**src/rtl/muxn_pkg.sv**
```systemverilog
// Shared definitions for the muxn_scan channel multiplexer.
//   state_e     : controller states (manual select, auto-scan, frozen scan)
//   Def*        : default parameter values used by muxn_scan and its prescaler
package muxn_pkg;

    typedef enum logic [1:0] {
        StManual = 2'd0,
        StScan   = 2'd1,
        StFrozen = 2'd2
    } state_e;

    localparam int unsigned DefChannels = 4;
    localparam int unsigned DefWidth    = 1;
    localparam int unsigned DefDiv      = 50000000;

endpackage

```
**src/rtl/muxn_prescaler.sv**
```systemverilog
// Free-running prescaler for the auto-scan rate.
//   clk_i   : system clock
//   rst_ni  : asynchronous active-low reset
//   clear_i : synchronous clear to 0 (wins over en_i)
//   en_i    : count enable; count holds its value while low
//   tick_o  : combinational, high on the enabled cycle where the count wraps DIV-1 -> 0
module muxn_prescaler
    import muxn_pkg::*;
#(
    parameter int unsigned DIV = DefDiv
) (
    input  logic clk_i,
    input  logic rst_ni,
    input  logic clear_i,
    input  logic en_i,
    output logic tick_o
);

    localparam int unsigned CntW = $clog2(DIV);
    localparam logic [CntW-1:0] CntLast = CntW'(DIV - 1);

    logic [CntW-1:0] cnt_q, cnt_d;
    logic            wrap;

    assign wrap   = (cnt_q == CntLast);
    assign tick_o = en_i && !clear_i && wrap;

    always_comb begin
        cnt_d = cnt_q;
        if (clear_i) begin
            cnt_d = '0;
        end else if (en_i) begin
            cnt_d = wrap ? '0 : cnt_q + CntW'(1);
        end
    end

    always_ff @(posedge clk_i or negedge rst_ni) begin
        if (!rst_ni) begin
            cnt_q <= '0;
        end else begin
            cnt_q <= cnt_d;
        end
    end

endmodule

```
**src/rtl/muxn_scan.sv**
```systemverilog
// N-to-1 channel multiplexer with manual select and timed auto-scan.
//   clk_i     : system clock
//   rst_ni    : asynchronous active-low reset
//   din_i     : packed channel data, channel k at [k*WIDTH +: WIDTH]
//   sel_in_i  : manual channel select (values >= CHANNELS clamp to CHANNELS-1)
//   mode_i    : 0 = manual, 1 = auto-scan
//   hold_i    : freezes auto-scan while high
//   dout_o    : registered data of the selected channel
//   sel_out_o : registered active channel index
//   tick_o    : one-cycle pulse coincident with each auto-scan advance
module muxn_scan
    import muxn_pkg::*;
#(
    parameter int unsigned CHANNELS = DefChannels,
    parameter int unsigned WIDTH    = DefWidth,
    parameter int unsigned DIV      = DefDiv,
    localparam int unsigned SEL_W   = $clog2(CHANNELS)
) (
    input  logic                      clk_i,
    input  logic                      rst_ni,
    input  logic [CHANNELS*WIDTH-1:0] din_i,
    input  logic [SEL_W-1:0]          sel_in_i,
    input  logic                      mode_i,
    input  logic                      hold_i,
    output logic [WIDTH-1:0]          dout_o,
    output logic [SEL_W-1:0]          sel_out_o,
    output logic                      tick_o
);

    localparam logic [SEL_W-1:0] SelLast = SEL_W'(CHANNELS - 1);

    state_e            state_q, state_d;
    logic [SEL_W-1:0]  sel_q, sel_d;
    logic [WIDTH-1:0]  dout_q, dout_d;
    logic              tick_q;
    logic [SEL_W-1:0]  sel_clamped;
    logic              presc_clear;
    logic              presc_en;
    logic              presc_tick;

    // Manual state and any mode=0 cycle keep the prescaler at 0, so every scan
    // entry from manual starts a full DIV-cycle period.
    assign presc_clear = (state_q == StManual) || !mode_i;
    // A FROZEN cycle with hold released already counts, resuming the period.
    assign presc_en    = mode_i && !hold_i && (state_q != StManual);

    muxn_prescaler #(
        .DIV (DIV)
    ) u_prescaler (
        .clk_i   (clk_i),
        .rst_ni  (rst_ni),
        .clear_i (presc_clear),
        .en_i    (presc_en),
        .tick_o  (presc_tick)
    );

    assign sel_clamped = (32'(sel_in_i) >= CHANNELS) ? SelLast : sel_in_i;

    always_comb begin
        state_d = state_q;
        case (state_q)
            StManual: begin
                if (mode_i) begin
                    state_d = hold_i ? StFrozen : StScan;
                end
            end
            StScan: begin
                if (!mode_i) begin
                    state_d = StManual;
                end else if (hold_i) begin
                    state_d = StFrozen;
                end
            end
            StFrozen: begin
                if (!mode_i) begin
                    state_d = StManual;
                end else if (!hold_i) begin
                    state_d = StScan;
                end
            end
            default: state_d = StManual;
        endcase
    end

    always_comb begin
        sel_d = sel_q;
        if ((state_q == StManual) || !mode_i) begin
            sel_d = sel_clamped;
        end else if (presc_tick) begin
            sel_d = (sel_q == SelLast) ? '0 : sel_q + SEL_W'(1);
        end
    end

    // Mux on the next select so dout and sel_out update on the same edge.
    always_comb begin
        dout_d = '0;
        for (int k = 0; k < int'(CHANNELS); k++) begin
            if (sel_d == SEL_W'(k)) begin
                dout_d = din_i[k*WIDTH +: WIDTH];
            end
        end
    end

    always_ff @(posedge clk_i or negedge rst_ni) begin
        if (!rst_ni) begin
            state_q <= StManual;
            sel_q   <= '0;
            dout_q  <= '0;
            tick_q  <= 1'b0;
        end else begin
            state_q <= state_d;
            sel_q   <= sel_d;
            dout_q  <= dout_d;
            tick_q  <= presc_tick;
        end
    end

    assign dout_o    = dout_q;
    assign sel_out_o = sel_q;
    assign tick_o    = tick_q;

endmodule

```
**config.mk**
```make
export PLATFORM = sky130hd
export DESIGN_NAME = muxn_scan
export DESIGN_NICKNAME = d
export VERILOG_FILES = /design/src/rtl/muxn_pkg.sv /design/src/rtl/muxn_prescaler.sv /design/src/rtl/muxn_scan.sv
export SDC_FILE = /design/constraint.sdc
export NUM_CORES = 1
export LEC_CHECK = 0
export ABC_AREA = 1
export ABC_CLOCK_PERIOD_IN_PS = 4100
export CORE_UTILIZATION = 64
export DETAILED_ROUTE_END_ITERATION = 6
export MAX_ROUTING_LAYER = met4
export PLACE_DENSITY_LB_ADDON = 0.3
export SLEW_MARGIN = 20
export SYNTH_ARGS = -nofsm -noshare
export SYNTH_HDL_FRONTEND = slang
export SYNTH_SLANG_ARGS = --single-unit
```
**constraint.sdc**
```tcl
create_clock -name clk_i -period 4.1 [get_ports clk_i]
set_input_delay 0.41 -clock clk_i [delete_from_list [all_inputs] [get_ports clk_i]]
set_output_delay 0.41 -clock clk_i [all_outputs]
set_load 0.02 [all_outputs]
```
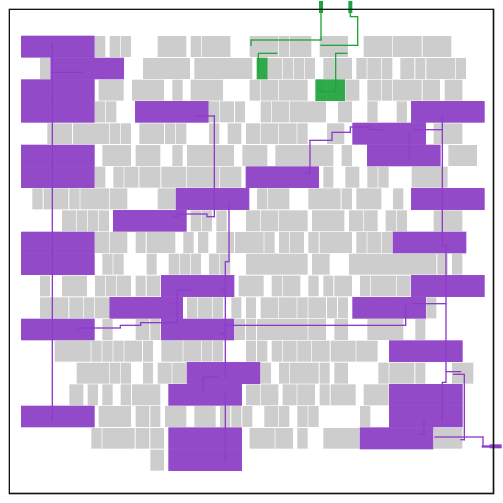
*Port wiring, run 1*
Drawn at 8 px/um.
- purple: rst_ni (bits 1; direction input; end cells 32; buffers 2; wire 240 um)
- green: sel_in_i (bits 2; direction input; end cells 3; buffers 2; wire 35.8 um)
# IOs: 14
number of port buffers: 13

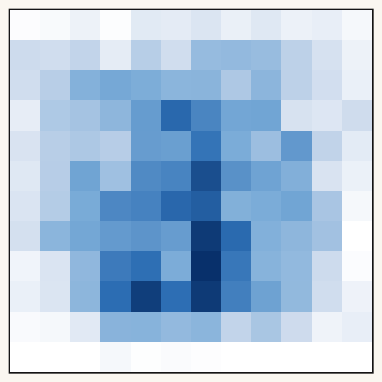
*Routed metal per tile, run 1*
Drawn at 6 px/um. 12 x 12 tiles, from white (low) to dark blue (high), scaled to the fullest tile. Values are wire area over tile area, all layers added.
- densest ninth of the die: centre
- mean over tiles: 0.21
- fullest tile: 0.62
- nearly empty tiles: 9.7%
routed via count: 1838
GRT Total Usage: 0.3138

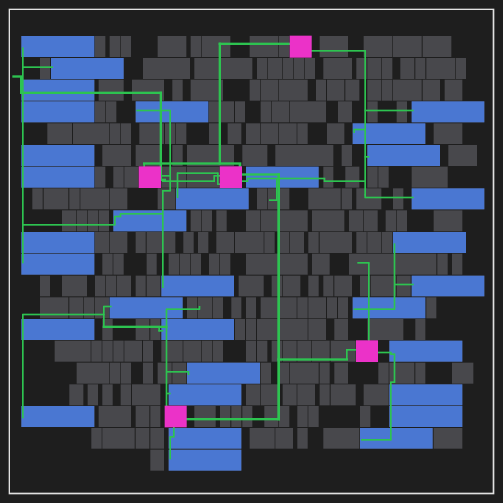
*Clock wires, drivers and flops, run 1*
Drawn at 8 px/um.
- magenta: cells driving clock nets (count 5)
- blue: flip-flops (count 32)
- green: clock wires (length 401 um)
- routed clock nets: 6
- flops lie: spread over the die
clk_skew: 0.01214 ns
clock group share of total power: 0.366
clock network power: 245 uW
Clock Latency Late Sink: 0.36 ns

==> metrics.yaml, run 1 <==
diodes: 0
numSynthFlops: 32
wl_um: 4786
cts_num_sinks: 32
drtIter0Drc: 160
critPathLaunchType: "register"
cp_cell_sequence: "ha_1 -> nand2_1 -> nor2_2 -> inv_2 -> nor2_4 -> a21oi_4 -> nor2_4 -> inv_2 -> nand2_2 -> a31oi_1"
ys_cells: 270
whs_ns: 0.4506
finalHoldViolations: 0
utilization: 0.7698
power_density_nw_per_um2: 276.2
min_period_over_period: 0.4680
synth.distinct_cells: 39
status: "complete, no violations"
yosysWarnings: 0
lay_top_cells: "nand2_1 (51), inv_1 (32), dfrtp_1 (32)"
num-fill-cells: 240
cts_max_level: 2
die_area_sq_um: 3641
critical_path_class: "reg -> reg"
setup_ws_ns: 2.181
endpoint_kind: "register"
r2r-start: "u_prescaler.cnt_q[1]$_DFFE_PN0P_"
drv_cap: 0
synth-edff-count: 0
die_y_um: 60.34
r2r_slack_ns: 2.18
drt_first_pass_iters: 4
tightest_slew_ns: 0.4644
netlist_area_sq_um: 2178
fp.dieW_um: 60.34
async_flop_share: 1.000
floorplan.core_util: 0.6909
hold_class: "in -> async"
flop_cell: "dfrtp_1"
maxSlewHeadroom: 0.6876
final_net_count: 300
dp_slack_ns: 2.024
rows: 20
yosysSeqAreaShare: 0.3676
syn_avg_cell_area_sq_um: 8.068
layout-drive-gt1-share: 0.2249
ys_area_sq_um: 2178
grt_pass1_vias: 1690
fin_crit_ns: 1.919
arrival_ns: 2.16
crit_required_ns: 4.34
grt_pass1_wl_um: 7817
setup_tns_ns: 0
cts_tree: "built"
cts_resized: 0
critPathSlowestCell: "dfrtp_1"
log.warning_count: 26
r2r-end: "u_prescaler.cnt_q[10]$_DFFE_PN0P_"
grt_max_degree: 33
hpwl_um: 3730
area_growth_pct: 11.43
avgViaCountPerCell: 5.520
finalPower_uw: 670.3
r2r_cells: 10
max-vdd-ir-drop_mv: 0.2041
path_max_fanout: 12
setup_violations: 0
synth_nets: 282
drv_slew: 0
endpoint: "u_prescaler.cnt_q[10]$_DFFE_PN0P_"
==> run 1: stage by stage <==
step,cells,area (sq um)
3_3_place_gp,325,2347
2_1_floorplan,270,2178
5_1_grt,333,2427
6_report,333,2427
4_1_cts,333,2427
3_5_place_dp,325,2347
==> run 1: layer usage <==
metal	GRT usage	part of all wire
met5	-	0
met4	0.1229	0.019
met3	0.07889	0.062
met2	0.4835	0.48
met1	0.3953	0.44
==> run 1: where the power goes <==
group,internal [uW],switching [uW]
sequential,325,7.04
combinational,34.1,58.6
clock,127,118
total,487,184
==> run 1: flip-flops by register name, indices dropped and copies added (netlist names) <==
name               flops
dout_o                 1
sel_out_o              2
state_q                2
tick_o                 1
u_prescaler.cnt_q     26
==> run 1: logic make-up after synthesis <==
family | Yosys count | share of synthesized area
compound gates | 28 | 0.09478
xor+xnor | 11 | 0.04423
fa+ha+maj | 2 | 0.01149
buf+inv | 46 | 0.08731
flops | 32 | 0.3676
simple gates | 151 | 0.3946
==> run 1: layout make-up <==
cell class	count	area, sq um	share of cell area
Inverter	43	166.4	0.06856
Clock buffer	5	37.54	0.01546
Tap cell	44	55.05	0.02268
Timing Repair Buffer	14	137.6	0.05670
Sequential cell	32	800.8	0.3299
Clock inverter	3	42.54	0.01753
Multi-Input combinational cell	192	1187	0.4892
==> run 1: worst max-delay path, delay by kind of cell, from the launching register on <==
kind,cells,cell delay (ns)
and+or+nand+nor,5,0.85
adders and majority gates,1,0.17
buffers and inverters,2,0.21
AOI/OAI and AO/OA,2,0.19
DFF,1,0.39
==> run 1: Yosys cell counts, types with 2 or more instances <==
| cell | instances | share of area |
|---|---|---|
| dfrtp_1 | 32 | 0.37 |
| a21oi_1 | 12 | 0.028 |
| nor2_2 | 4 | 0.011 |
| nor3_1 | 7 | 0.016 |
| nand2_1 | 51 | 0.088 |
| nand3_1 | 15 | 0.034 |
| nand2_4 | 2 | 0.010 |
| inv_2 | 10 | 0.017 |
| xnor2_1 | 2 | 0.0080 |
| nor2_8 | 2 | 0.018 |
| nor2_4 | 7 | 0.036 |
| xor2_1 | 9 | 0.036 |
| nand4_1 | 10 | 0.029 |
| ha_1 | 2 | 0.011 |
| inv_1 | 32 | 0.055 |
| nor2_1 | 29 | 0.050 |
| nand3_2 | 4 | 0.018 |
| o21ai_1 | 3 | 0.0069 |
| o22ai_2 | 3 | 0.017 |
| nand2_2 | 7 | 0.020 |
| nor3_2 | 6 | 0.028 |
| or2_2 | 2 | 0.0057 |
| nor4_1 | 2 | 0.0057 |
| o21ai_2 | 2 | 0.0080 |
==> run 2: changes to the inputs <==
- ABC_CLOCK_PERIOD_IN_PS: 4100 -> 1650
- CORE_UTILIZATION: 64 -> 53
- clock period: 4.1 -> 1.65 ns (I/O delays scaled with it)
==> run 2 against run 1 <==
Net effect: the run now ends with negative setup slack left; design area is 14% higher; clock skew is 0.0092 ns lower; first-iteration DRC count is 14% lower; final cell count is 9.0% higher; critical endpoint unchanged; largest cell class unchanged.
==> metrics.yaml, run 2 <==
crit_required_ns: 1.82
placed_cells: 348
status: "finished, violations left"
utilization: 0.7302
synth.distinct_cells: 39
grt_pass1_wl_um: 8390
drv_cap: 0
ys_sh_simple: 0.3946
critPathLaunchType: "register"
use_met2: 0.4171
switchingPower_uw: 466.2
via_count: 1986
numPortBuffers: 13
cts_max_level: 2
top_usage_layer: "met2"
yosysSeqAreaShare: 0.3676
ys_sh_adder: 0.01149
synth-edff-count: 0
seqPwrFrac: 0.478
flop_cell: "dfrtp_1"
numSynthFlops: 32
drv_slew: 0
die_area_sq_um: 4371
arrival_ns: 1.86
yosysWarnings: 0
area_growth_pct: 27.34
setup_violations: 4
finalHoldViolations: 0
rows: 22
tightest_slew_ns: 0.4093
p_int_uw: 1263
hold_class: "in -> async"
largest_reg_flops: 26
ys_cells: 270
top_cell_area_share: 0.3676
hpwl_um: 3988
ys_area_sq_um: 2178
avgViaCountPerCell: 5.471
cts_num_sinks: 32
fp.dieW_um: 66.11
synth_nets: 282
min_period_over_period: 1.021
diodes: 0
grt_pass1_vias: 1842
common_cells: "nand2_1 (51), dfrtp_1 (32), inv_1 (32)"
drt_first_pass_iters: 4
async_flop_share: 1.000
grtUsageMet1: 0.3476
mux_share: 0
violations: "negative setup slack"
most_common_cell: "nand2_1"
pwr-share-comb: 0.159
final_net_count: 326
netlist_area_sq_um: 2178
grt_max_degree: 33
die_y_um: 66.11
finalNonFillerCells: 363
setup_ws_ns: -0.03467
netSwitchingFraction: 0.2696
==> run 2: cell counts after synthesis <==
Identical to the previous run, type by type.
==> run 2: cell families (layout without fill, tap and decap cells) <==
kind of cell	after synthesis	in the layout
buffers and inverters	46	91
DFF	32	32
AOI/OAI and AO/OA	28	28
adders and majority gates	2	2
and+or+nand+nor	151	151
xor gates and xnor gates	11	11
==> run 2: power groups by stage <==
stage | clock (uW) | sequential, uW | combinational, uW
3_5_place_dp | 0 | 842 | 261
2_1_floorplan | 0 | 849 | 138
5_1_grt | 672 | 828 | 300
4_1_cts | 631 | 827 | 261
6_report | 627 | 827 | 275
3_3_place_gp | 0 | 840 | 252
==> run 2: worst paths after layout <==
| path | from | end | slack, ns | cells after the start |
|---|---|---|---|---|
| setup / recovery | u_prescaler.cnt_q[7]$_DFFE_PN0P_ | u_prescaler.cnt_q[10]$_DFFE_PN0P_ | -0.03 | 10 |
| hold / removal | rst_ni | sel_out_o[1]$_DFF_PN0_ | 0.28 | 2 |
| setup reg to reg | u_prescaler.cnt_q[7]$_DFFE_PN0P_ | u_prescaler.cnt_q[10]$_DFFE_PN0P_ | -0.03 | 10 |
| hold reg to reg | u_prescaler.cnt_q[7]$_DFFE_PN0P_ | u_prescaler.cnt_q[7]$_DFFE_PN0P_ | 0.57 | 2 |
| max in group asynchronous | rst_ni | u_prescaler.cnt_q[8]$_DFFE_PN0P_ | 1.06 | 2 |
| min in group clk_i | sel_in_i[1] | sel_out_o[1]$_DFF_PN0_ | 0.53 | 3 |
==> run 2: layer usage <==
metal | wire length [um] | up-vias
li1 | - | 961
met1 | 2378 | 933
met2 | 2652 | 78
met3 | 356 | 14
met4 | 83 | 0
met5 | 0 | -
==> run 2: cell type report <==
type | count | area [sq um]
fillers | 315 | 1025
repair buffers | 40 | 347.8
flip-flops and latches | 32 | 803.3
multi-input cells | 192 | 1304
clock buffers | 8 | 90.09
inverters | 43 | 168.9
well taps | 48 | 60.06
==> run 2: critical path, cell delays in order (launching register included) <==
cell and delay [ns]:
dfrtp_1 0.40, inv_2 0.10, nand2_1 0.09, nor2_2 0.13, nand2_1 0.12, nor2_4 0.16
a21oi_4 0.10, nor2_4 0.20, inv_4 0.09, nand2_4 0.09, a31oi_1 0.07
==> run 2: per-stage QoR <==
step	cell area, sq um	hold WS [ns]	setup TNS, ns	setup slack, ns	total power [uW]
global placement	2495	0.5412	0	0.002630	1092
detailed placement	2495	0.5490	-0.04005	-0.02426	1103
CTS	2595	0.2929	-0.006914	-0.006914	1719
finish	2774	0.2802	-0.1045	-0.03467	1730
floorplan	2178	-0.1306	0	0.1841	986.6
global route	2774	0.3257	-0.8365	-0.08316	1801
==> run 2: repair_timing <==
item                       in CTS  in global routing
setup buffers                   1                  6
setup endpoints to repair       2                 26
pin swaps                       3                 19
resized                         1                 34
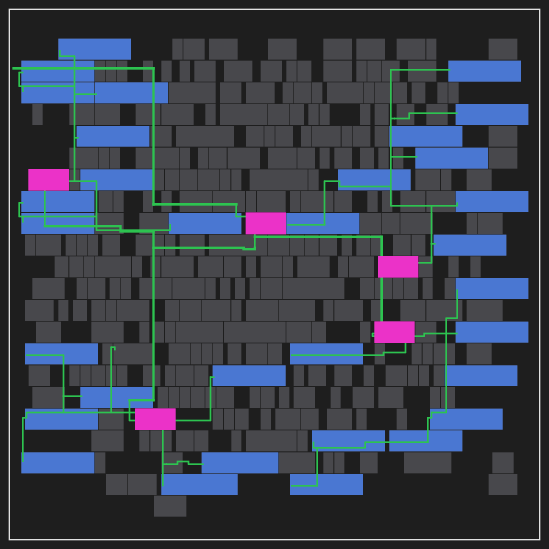
*Clock wires, drivers and flops, run 2*
Drawn at 8 px/um.
- magenta: cells driving clock nets (count 5)
- blue: flip-flops (count 32)
- green: clock wires (length 429 um)
- flops lie: spread over the die
- routed clock nets: 6
clk_skew: 0.002899 ns
clock group share of total power: 0.362
Clock Latency Late Sink: 0.29 ns
clock network power: 627 uW

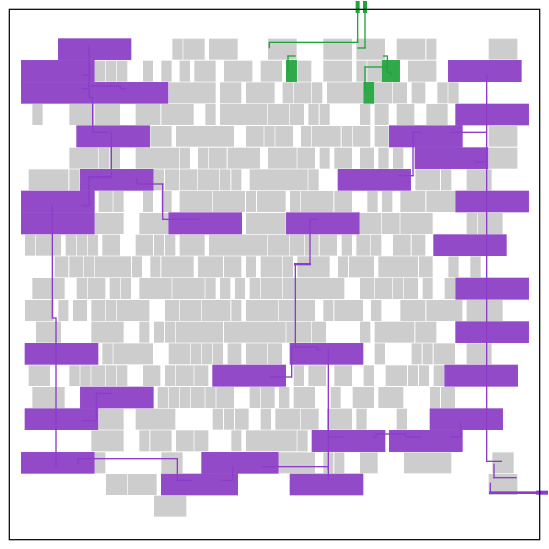
*Port wiring, run 2*
Drawn at 8 px/um.
- green: sel_in_i (bits 2; direction input; end cells 3; buffers 2; wire 33.4 um)
- purple: rst_ni (bits 1; direction input; end cells 32; buffers 2; wire 249 um)

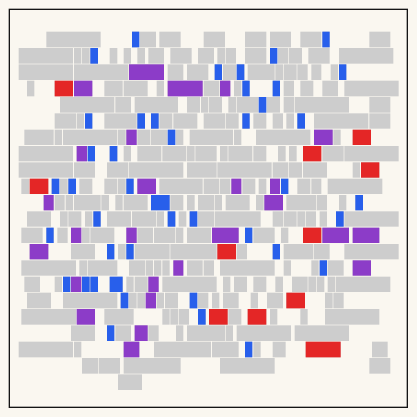
*Logic cells by family, run 2*
Drawn at 6 px/um.
- blue: inverters (cells 43; most used inv_1)
- purple: inverting AOI/OAI gates (cells 26; most used a21oi_1)
- red: XOR/XNOR gates (cells 11; most used xor2_1)
combinational share of cell area: 0.4700
most used logic cell in the final layout: nand2_1

==> run 3: changes to the inputs <==
- ABC_AREA: 1 -> unset
- CORE_MARGIN: unset -> 2
- CORE_UTILIZATION: 53 -> 52
==> run 3 against run 2 <==
Net effect: non-clock buffer count grew 46; critical endpoint is now dout_o$_DFF_PN0_; via count grew 10%; the run still ends with negative setup slack left; largest power group unchanged; setup slack lost 0.49 ns; die size shrank 10%.
==> metrics.yaml, run 3 <==
status: "finished, violations left"
violations: "negative setup slack"
grt_pass1_vias: 2237
r2r_slack_ns: -0.53
endpoint: "dout_o$_DFF_PN0_"
path_max_fanout: 5
synth.distinct_cells: 46
ys_area_sq_um: 1793
floorplan.core_util: 0.5373
drt_first_pass_iters: 6
layout-drive-gt1-share: 0.5231
crit_required_ns: 1.88
path_delay_family: "simple AND/OR/NAND/NOR gates"
setup_ws_ns: -0.5277
fp.dieW_um: 62.72
top_cell_area_share: 0.4466
setup_violations: 29
stdcell_area_sq_um: 3049
placed_cell_area_sq_um: 2447
yosysWarnings: 0
flop_cell: "dfrtp_1"
cts_max_level: 2
num-fill-cells: 133
critPathSlowestCell: "dfrtp_1"
grt_max_degree: 33
min_period_over_period: 1.320
placed_cells: 298
pwr-share-comb: 0.164
critical_path_class: "reg -> reg"
clkLatencyLatePin_ns: 0.35
synth_nets: 202
final_net_count: 293
area_growth_pct: 70.06
maxSlewHeadroom: 0.7129
max_stage_delay_ns: 0.44
cp_cell_sequence: "nor4_4 -> nand4b_4 -> or3_4 -> a31oi_4 -> mux2i_1 -> mux2i_1"
power_density_nw_per_um2: 490.5
crit_top_cell: "mux2i_1"
cts_tree: "built"
yosysSeqAreaShare: 0.4466
fin_crit_ns: 2.178
==> run 3: cell count changes in the layout (fill, tap and decap cells not counted), moves of 8 or more <==
cell,change
nand2_1,-30
buf_4,+34
nor2_1,-14
nand2_2,-8
nand3_1,-8
inv_2,-11
inv_1,-26
buf_6,+12
==> run 3: how the worst min path moves through the flow <==
stage | startpoint | end | slack, ns | cells after the start
after floorplan | rst_ni | dout_o$_DFF_PN0_ | -0.13 | 0
after detailed placement | u_prescaler.cnt_q[23]$_DFFE_PN0P_ | u_prescaler.cnt_q[23]$_DFFE_PN0P_ | 0.58 | 1
after CTS | rst_ni | u_prescaler.cnt_q[10]$_DFFE_PN0P_ | 0.23 | 2
after global routing | rst_ni | u_prescaler.cnt_q[10]$_DFFE_PN0P_ | 0.24 | 2
final | rst_ni | u_prescaler.cnt_q[10]$_DFFE_PN0P_ | 0.21 | 2
after global placement | u_prescaler.cnt_q[23]$_DFFE_PN0P_ | u_prescaler.cnt_q[23]$_DFFE_PN0P_ | 0.56 | 1
==> run 3: stage by stage <==
step / TNS (ns) / hold WS (ns) / utilization
after floorplan: -2.056 / -0.1306 / -
after global placement: -4.392 / 0.5629 / 0.7334
after detailed placement: -5.839 / 0.5785 / 0.7334
after CTS: -3.939 / 0.2284 / 0.8455
after global routing: -9.822 / 0.2381 / 0.9138
final: -9.075 / 0.2116 / 0.9138
==> run 3: logic make-up (layout without fill, tap and decap cells) <==
logic type,after synthesis,after routing,synth area share
adders and majority gates,2,2,0.01395
muxes,4,4,0.02233
DFF,32,32,0.4466
xor gates and xnor gates,10,10,0.04885
AOI/OAI and AO/OA,43,43,0.1654
and+or+nand+nor,92,93,0.2875
buffers and inverters,7,97,0.01535
==> run 3: cell type report <==
| class | count | area (sq um) | area share |
|---|---|---|---|
| repair buffers | 86 | 743.2 | 0.2437 |
| clock buffers | 6 | 41.29 | 0.01354 |
| flip-flops and latches | 32 | 802.0 | 0.2630 |
| clock inverters | 1 | 5.005 | 0.001641 |
| inverters | 4 | 15.01 | 0.004924 |
| multi-input cells | 152 | 1385 | 0.4542 |
| well taps | 46 | 57.56 | 0.01888 |
==> run 3: timing repair <==
item                       4_1_cts  5_1_grt
gates resized                   57       45
setup buffers                   18        7
pin swaps                       29       19
cloned                           2        0
hold buffers                     0        0
setup endpoints to repair       29       31
==> run 3: metal layers <==
metal	up-vias	global-route usage	part of all wire
met3	77	0.09910	0.082
met2	180	0.6425	0.49
met5	-	-	0
li1	877	-	-
met4	0	0.2444	0.085
met1	1050	0.4301	0.35
==> run 3: worst reg2reg max path: stages (launching register included) <==
cell	delay, ns
dfrtp_1	0.44
nor4_4	0.40
nand4b_4	0.23
or3_4	0.40
a31oi_4	0.20
mux2i_1	0.28
mux2i_1	0.12
==> run 3: power by group through the flow <==
stage,clock [uW],combinational (uW),sequential (uW)
6_report,443,245,807
5_1_grt,476,257,808
4_1_cts,429,214,805
3_5_place_dp,0,183,821
3_3_place_gp,0,177,819
2_1_floorplan,0,64.7,832
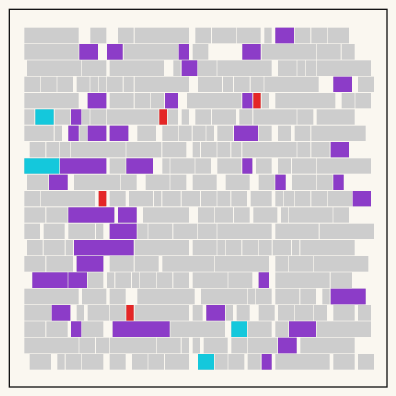
*Logic cells by family, run 3*
Drawn at 6 px/um.
- cyan: AND-OR and OR-AND gates (cells 4; most used o21a_1)
- purple: inverting AOI/OAI gates (cells 39; most used o21ai_2; where spread over the die)
- red: inverters (cells 4; most used inv_1)
combinational share of cell area: 0.4542
most used logic cell in the final layout: buf_4
Post-Layout Cell Count: 327

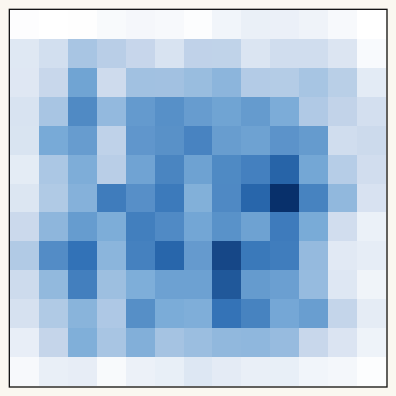
*Routed metal per tile, run 3*
Drawn at 6 px/um. 13 x 13 tiles, from white (low) to dark blue (high), scaled to the fullest tile. Values are wire area over tile area, all layers added.
- nearly empty tiles: 3.6%
- emptiest ninth of the die: north-east
- densest ninth of the die: centre
- mean over tiles: 0.36
post-DR wirelength/cell: 24.64 um
GRT Total Usage: 0.3931
routed via count: 2184

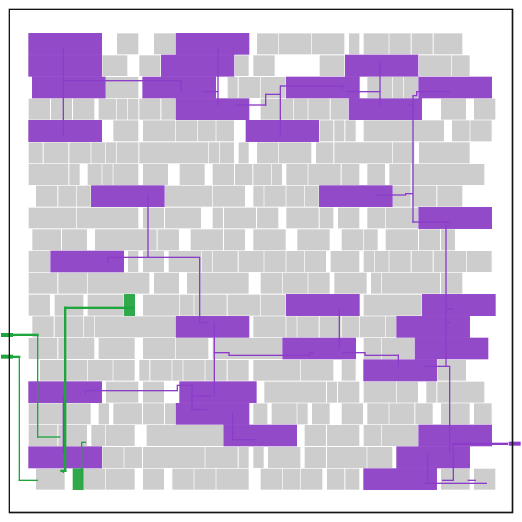
*Port wiring, run 3*
Drawn at 8 px/um.
- purple: rst_ni (bits 1; direction input; end cells 32; buffers 2; wire 256 um)
- green: sel_in_i (bits 2; direction input; end cells 2; buffers 2; wire 71.7 um)


==> screenshots <==
Congestion heat map.
picture 1
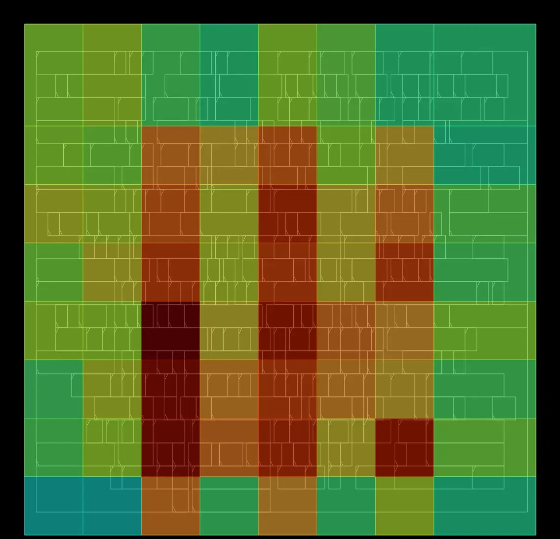
picture 2
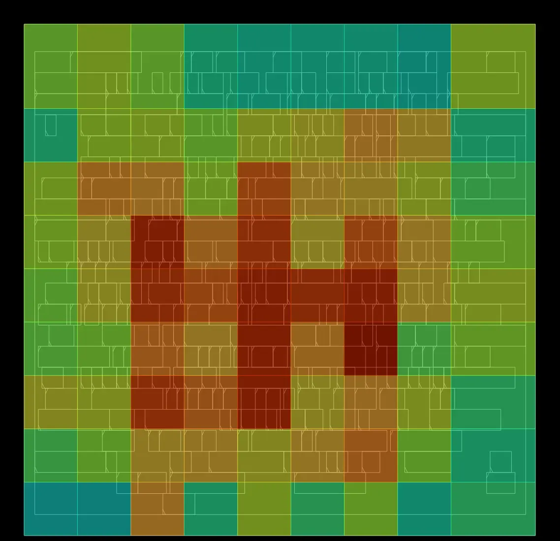
picture 3
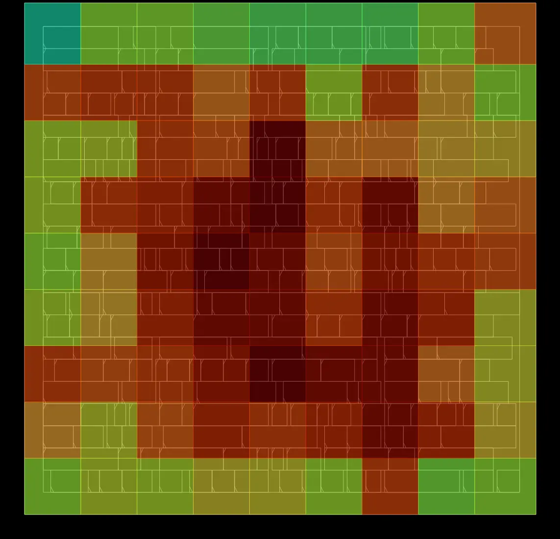
run 1: picture 1
run 3: picture 3
run 2: picture 2

Power is estimated from default activity; no workload was simulated.
